Fig. 1: sizing map
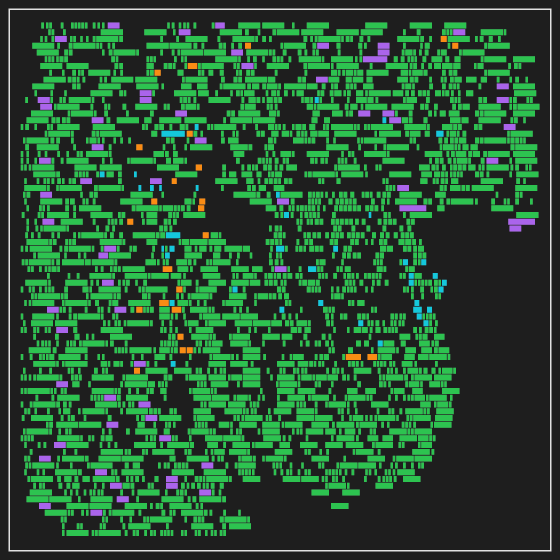
Fig. 2: routing congestion
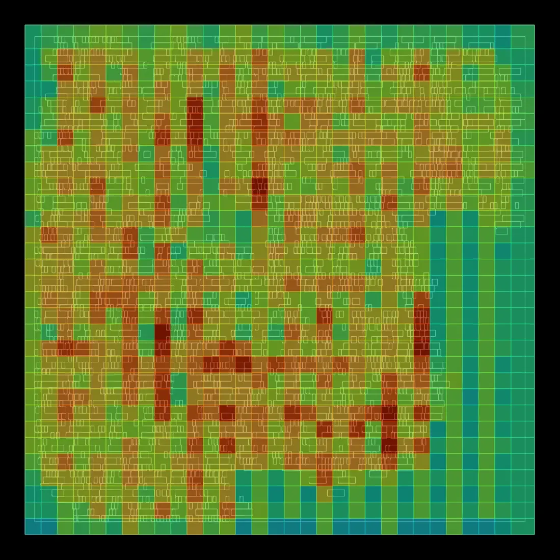
Fig. 3: placed cells, one color a class
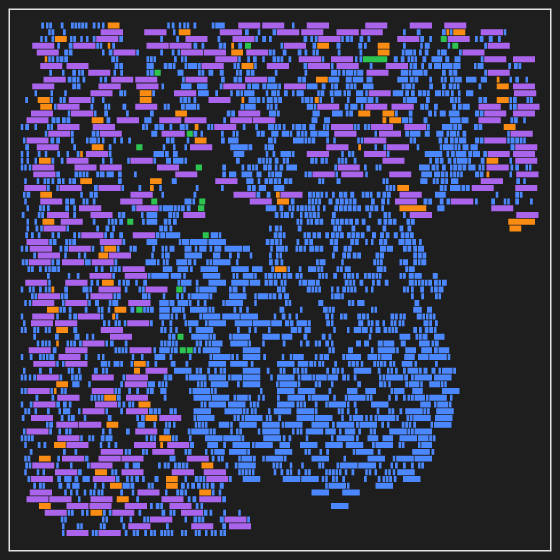
Fig. 4: routed metal per tile
Scale bar: 50 um. The die is cut into 22 by 22 equal tiles; dark blue is low, red is high, scaled to the fullest tile. Values are wire area over tile area, all layers added.
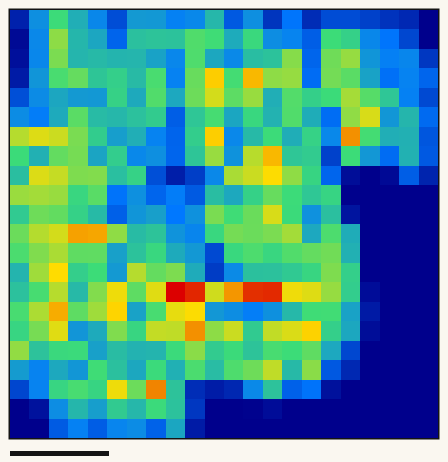
[src/rtl/pcma_pkg.sv]
`default_nettype none
// ============================================================================
// Module   : pcma_pkg
// Purpose  : Shared constants, gain table and helpers for the ADPCM-A mixer.
// Revision : 1.0 - initial release
// ============================================================================
package pcma_pkg;

    localparam int NCH    = 6;
    localparam int SAMP_W = 16;
    localparam int ACC_W  = 19;
    localparam int GAIN_W = 9;
    localparam int VP_W   = 8;

    // 0.75 dB steps within one octave, Q8
    localparam logic [GAIN_W-1:0] GAIN [8] = '{
        9'd256, 9'd235, 9'd215, 9'd197, 9'd181, 9'd166, 9'd152, 9'd140
    };

    localparam logic signed [ACC_W-1:0] SAT_MAX = ACC_W'(32767);
    localparam logic signed [ACC_W-1:0] SAT_MIN = ACC_W'(-32768);

    function automatic logic signed [SAMP_W-1:0] ch_sample(
        input logic [NCH*SAMP_W-1:0] v,
        input int unsigned           i
    );
        return v[i*SAMP_W +: SAMP_W];
    endfunction

    function automatic logic [VP_W-1:0] ch_volpan(
        input logic [NCH*VP_W-1:0] v,
        input int unsigned         i
    );
        return v[i*VP_W +: VP_W];
    endfunction

    function automatic logic signed [SAMP_W-1:0] sat_samp(
        input logic signed [ACC_W-1:0] a
    );
        logic signed [SAMP_W-1:0] r;
        if (a > SAT_MAX)
            r = SAT_MAX[SAMP_W-1:0];
        else if (a < SAT_MIN)
            r = SAT_MIN[SAMP_W-1:0];
        else
            r = a[SAMP_W-1:0];
        return r;
    endfunction

endpackage
`default_nettype wire

[src/rtl/pcma_atten.sv]
`default_nettype none
// ============================================================================
// Module   : pcma_atten
// Purpose  : Combinational level attenuator: instrument + total level to a
//            floor-rounded scaled sample.
// Revision : 1.0 - initial release
// ============================================================================
module pcma_atten
    import pcma_pkg::*;
(
    input  logic signed [SAMP_W-1:0] i_sample,
    input  logic        [4:0]        i_il,
    input  logic        [5:0]        i_tl,
    output logic signed [SAMP_W-1:0] o_p
);

    logic        [6:0]             w_att;
    logic signed [GAIN_W:0]        w_mant;
    logic signed [SAMP_W+GAIN_W:0] w_prod;
    logic signed [SAMP_W+GAIN_W:0] w_scaled;

    // 31-IL and 63-TL are just the bitwise inverses
    assign w_att    = {2'b00, ~i_il} + {1'b0, ~i_tl};
    assign w_mant   = signed'({1'b0, GAIN[w_att[2:0]]});
    assign w_prod   = i_sample * w_mant;
    assign w_scaled = (w_prod >>> 8) >>> w_att[6:3];
    assign o_p      = SAMP_W'(w_scaled);

endmodule
`default_nettype wire

[src/rtl/pcma_mix.sv]
`default_nettype none
// ============================================================================
// Module   : pcma_mix
// Purpose  : Time-multiplexed six-channel ADPCM-A level/pan mixer producing a
//            saturated 16-bit stereo pair once per sample strobe.
// Revision : 1.0 - initial release
// ============================================================================
module pcma_mix
    import pcma_pkg::*;
(
    input  logic                    CLK,
    input  logic                    RESET,
    input  logic                    CLK_SAMP,
    input  logic [NCH*SAMP_W-1:0]   SAMPLE_IN,
    input  logic [NCH*VP_W-1:0]     VOLPAN,
    input  logic [5:0]              TOTAL_LEVEL,
    input  logic [NCH-1:0]          CH_MASK,
    output logic [SAMP_W-1:0]       LEFT_OUT,
    output logic [SAMP_W-1:0]       RIGHT_OUT,
    output logic                    OUT_VALID,
    output logic                    BUSY
);

    localparam int CNT_W = $clog2(NCH);
    localparam logic [CNT_W-1:0] c_last = CNT_W'(NCH - 1);

    localparam logic [1:0] S_IDLE  = 2'd0;
    localparam logic [1:0] S_MUL   = 2'd1;
    localparam logic [1:0] S_DRAIN = 2'd2;
    localparam logic [1:0] S_OUT   = 2'd3;

    logic [1:0]               r_state;
    logic [CNT_W-1:0]         r_cnt;
    logic [NCH*SAMP_W-1:0]    r_samp;
    logic [NCH*VP_W-1:0]      r_volpan;
    logic [5:0]               r_tl;
    logic [NCH-1:0]           r_mask;
    logic signed [SAMP_W-1:0] r_p;
    logic                     r_pl;
    logic                     r_pr;
    logic                     r_pv;
    logic signed [ACC_W-1:0]  r_lacc;
    logic signed [ACC_W-1:0]  r_racc;
    logic [SAMP_W-1:0]        r_left;
    logic [SAMP_W-1:0]        r_right;
    logic                     r_valid;
    logic                     r_busy;

    logic signed [SAMP_W-1:0] w_samp;
    logic [VP_W-1:0]          w_vp;
    logic signed [SAMP_W-1:0] w_p;
    logic                     w_unused_rsvd;

    assign w_samp        = ch_sample(r_samp, 32'(r_cnt));
    assign w_vp          = ch_volpan(r_volpan, 32'(r_cnt));
    assign w_unused_rsvd = w_vp[5];

    pcma_atten u_atten (
        .i_sample (w_samp),
        .i_il     (w_vp[4:0]),
        .i_tl     (r_tl),
        .o_p      (w_p)
    );

    always_ff @(posedge CLK or posedge RESET) begin
        if (RESET) begin
            r_state  <= S_IDLE;
            r_cnt    <= '0;
            r_samp   <= '0;
            r_volpan <= '0;
            r_tl     <= '0;
            r_mask   <= '0;
            r_p      <= '0;
            r_pl     <= 1'b0;
            r_pr     <= 1'b0;
            r_pv     <= 1'b0;
            r_lacc   <= '0;
            r_racc   <= '0;
            r_left   <= '0;
            r_right  <= '0;
            r_valid  <= 1'b0;
            r_busy   <= 1'b0;
        end else begin
            r_valid <= 1'b0;
            r_pv    <= 1'b0;
            // accumulate trails the multiply stage by one edge
            if (r_pv) begin
                if (r_pl) r_lacc <= r_lacc + ACC_W'(r_p);
                if (r_pr) r_racc <= r_racc + ACC_W'(r_p);
            end
            case (r_state)
                S_IDLE: begin
                    if (CLK_SAMP) begin
                        r_samp   <= SAMPLE_IN;
                        r_volpan <= VOLPAN;
                        r_tl     <= TOTAL_LEVEL;
                        r_mask   <= CH_MASK;
                        r_lacc   <= '0;
                        r_racc   <= '0;
                        r_cnt    <= '0;
                        r_busy   <= 1'b1;
                        r_state  <= S_MUL;
                    end
                end
                S_MUL: begin
                    r_p   <= r_mask[r_cnt] ? w_p : '0;
                    r_pl  <= w_vp[7];
                    r_pr  <= w_vp[6];
                    r_pv  <= 1'b1;
                    r_cnt <= r_cnt + 1'b1;
                    if (r_cnt == c_last)
                        r_state <= S_DRAIN;
                end
                S_DRAIN: begin
                    r_state <= S_OUT;
                end
                S_OUT: begin
                    r_left  <= sat_samp(r_lacc);
                    r_right <= sat_samp(r_racc);
                    r_valid <= 1'b1;
                    r_busy  <= 1'b0;
                    r_state <= S_IDLE;
                end
                default: r_state <= S_IDLE;
            endcase
        end
    end

    assign LEFT_OUT  = r_left;
    assign RIGHT_OUT = r_right;
    assign OUT_VALID = r_valid;
    assign BUSY      = r_busy;

endmodule
`default_nettype wire

[config.mk]
export PLATFORM = sky130hd
export DESIGN_NAME = pcma_mix
export DESIGN_NICKNAME = d
export VERILOG_FILES = /design/src/rtl/pcma_pkg.sv /design/src/rtl/pcma_atten.sv /design/src/rtl/pcma_mix.sv
export SDC_FILE = /design/constraint.sdc
export NUM_CORES = 1
export LEC_CHECK = 0
export ABC_AREA = 1
export CAP_MARGIN = 20
export CORE_MARGIN = 4
export CORE_UTILIZATION = 43
export CTS_BUF_LIST = sky130_fd_sc_hd__clkbuf_8
export DETAILED_ROUTE_END_ITERATION = 10
export DONT_BUFFER_PORTS = 1
export GPL_TIMING_DRIVEN = 1
export SLEW_MARGIN = 20
export SYNTH_ARGS = -nofsm -noshare
export SYNTH_HDL_FRONTEND = slang
export SYNTH_SLANG_ARGS = --single-unit
[constraint.sdc]
create_clock -name CLK -period 12.1 [get_ports CLK]
set_clock_uncertainty 0.2 [all_clocks]
set_input_delay 3.025 -clock CLK [delete_from_list [all_inputs] [get_ports CLK]]
set_output_delay 3.025 -clock CLK [all_outputs]
set_load 0.05 [all_outputs]
==> results_slide.txt <==
Physical Implementation Snapshot

Outcome
  – Status: finished clean

Finish
  – Antenna Cells: 0
  – Top cell excl fill/tap: nand2_1
  – Non-Filler Instances: 3082
  – Logic gate fraction of the total cell area: between 50 and 60%
  – Logic inverters: 327
  – Most flop-heavy register: r_samp
  – Area of the multi-input gates: roughly 11000 sq um

Drt
  – Detailed Route WL: around 49000 um
  – Met3 routed WL: between 3000 and 4000 um

Placed design
  – Dpl ws: ~2.9 ns
  – Gp weighted congestion: 0.8748

Setup path
  – Worst R2R Path Depth: 39
  – WS Path Type: reg -> reg
  – CP max stage cell: fa_1
  – End of the critical path: r_p[7]
  – CP top delay family: adder cells
  – Worst setup EP type: flop
  – Worst R2R Start: r_cnt[2]
  – Worst Path Required: about 12 ns

Floorplan
  – Die Area: 47100 sq um
  – Ports: 193
  – Die X: between 200 and 250 um

Yosys
  – Fa+ha+maj area frac: about a fifth
  – Yosys warns: 0
  – Yosys reg bits: 246
  – Mux share: 0%
  – Gate Count Post-Synth: 2489
  – Synth top cells by count: nand2_1, inv_1, dfrtp_1
  – Top cells, area: dfrtp_1, nand2_1, fa_1
  – Flip-flops with a built-in enable: 0

Min path
  – Hold wc startpoint: r_samp[70]

Final timing
  – Final hold violations: 0
  – Minimum clock period: roughly 9.3 ns
  – Fmax: approximately 110 MHz
  – Max-slew headroom: between 30% and 40%

Clock network
  – Sink Count: between 200 and 250
  – Hold Buf Count CTS: 0
  – Clock transition at path regs: around 0.060 ns
  – CTS buffer count: 44

Run
  – Max Cap Viol: 0
About Fig. 1:
Key: _3 and _4 cells = orange [cells 25, share 1.0%]; _6 and larger = purple [cells 62, share 2.5%]; _2 cells = cyan [cells 40, share 1.6%]; _0 and _1 cells = green [cells 2370, share 95%]

About Fig. 2:
GR Util met1: 29.83%
gr busiest metal: met2
Layout Utilization: 46.99%
met2 Use GR: 33.43%
GR Util All Layers: 21.14%

About Fig. 3:
Key: clock drivers and dummy loads = orange [cells 80, share of their area 4.8%]; combinational and other logic = blue [cells 2153, share of their area 63%]; sequential cells = purple [cells 246, share of their area 31%]; remaining buffers and delay cells = green [cells 18, share of their area 0.79%]
sequential portion of the cell area: 30.35%
Design Area, Final: 20290 sq um
core area: 43170 sq um
Rows: 76

About Fig. 4:
15% of the tiles are nearly empty. 29% of the tiles are over half the peak. The densest ninth of the die: west. The fullest tile reaches 0.46. The mean over all tiles is 0.17. The emptiest ninth of the die: south-east.

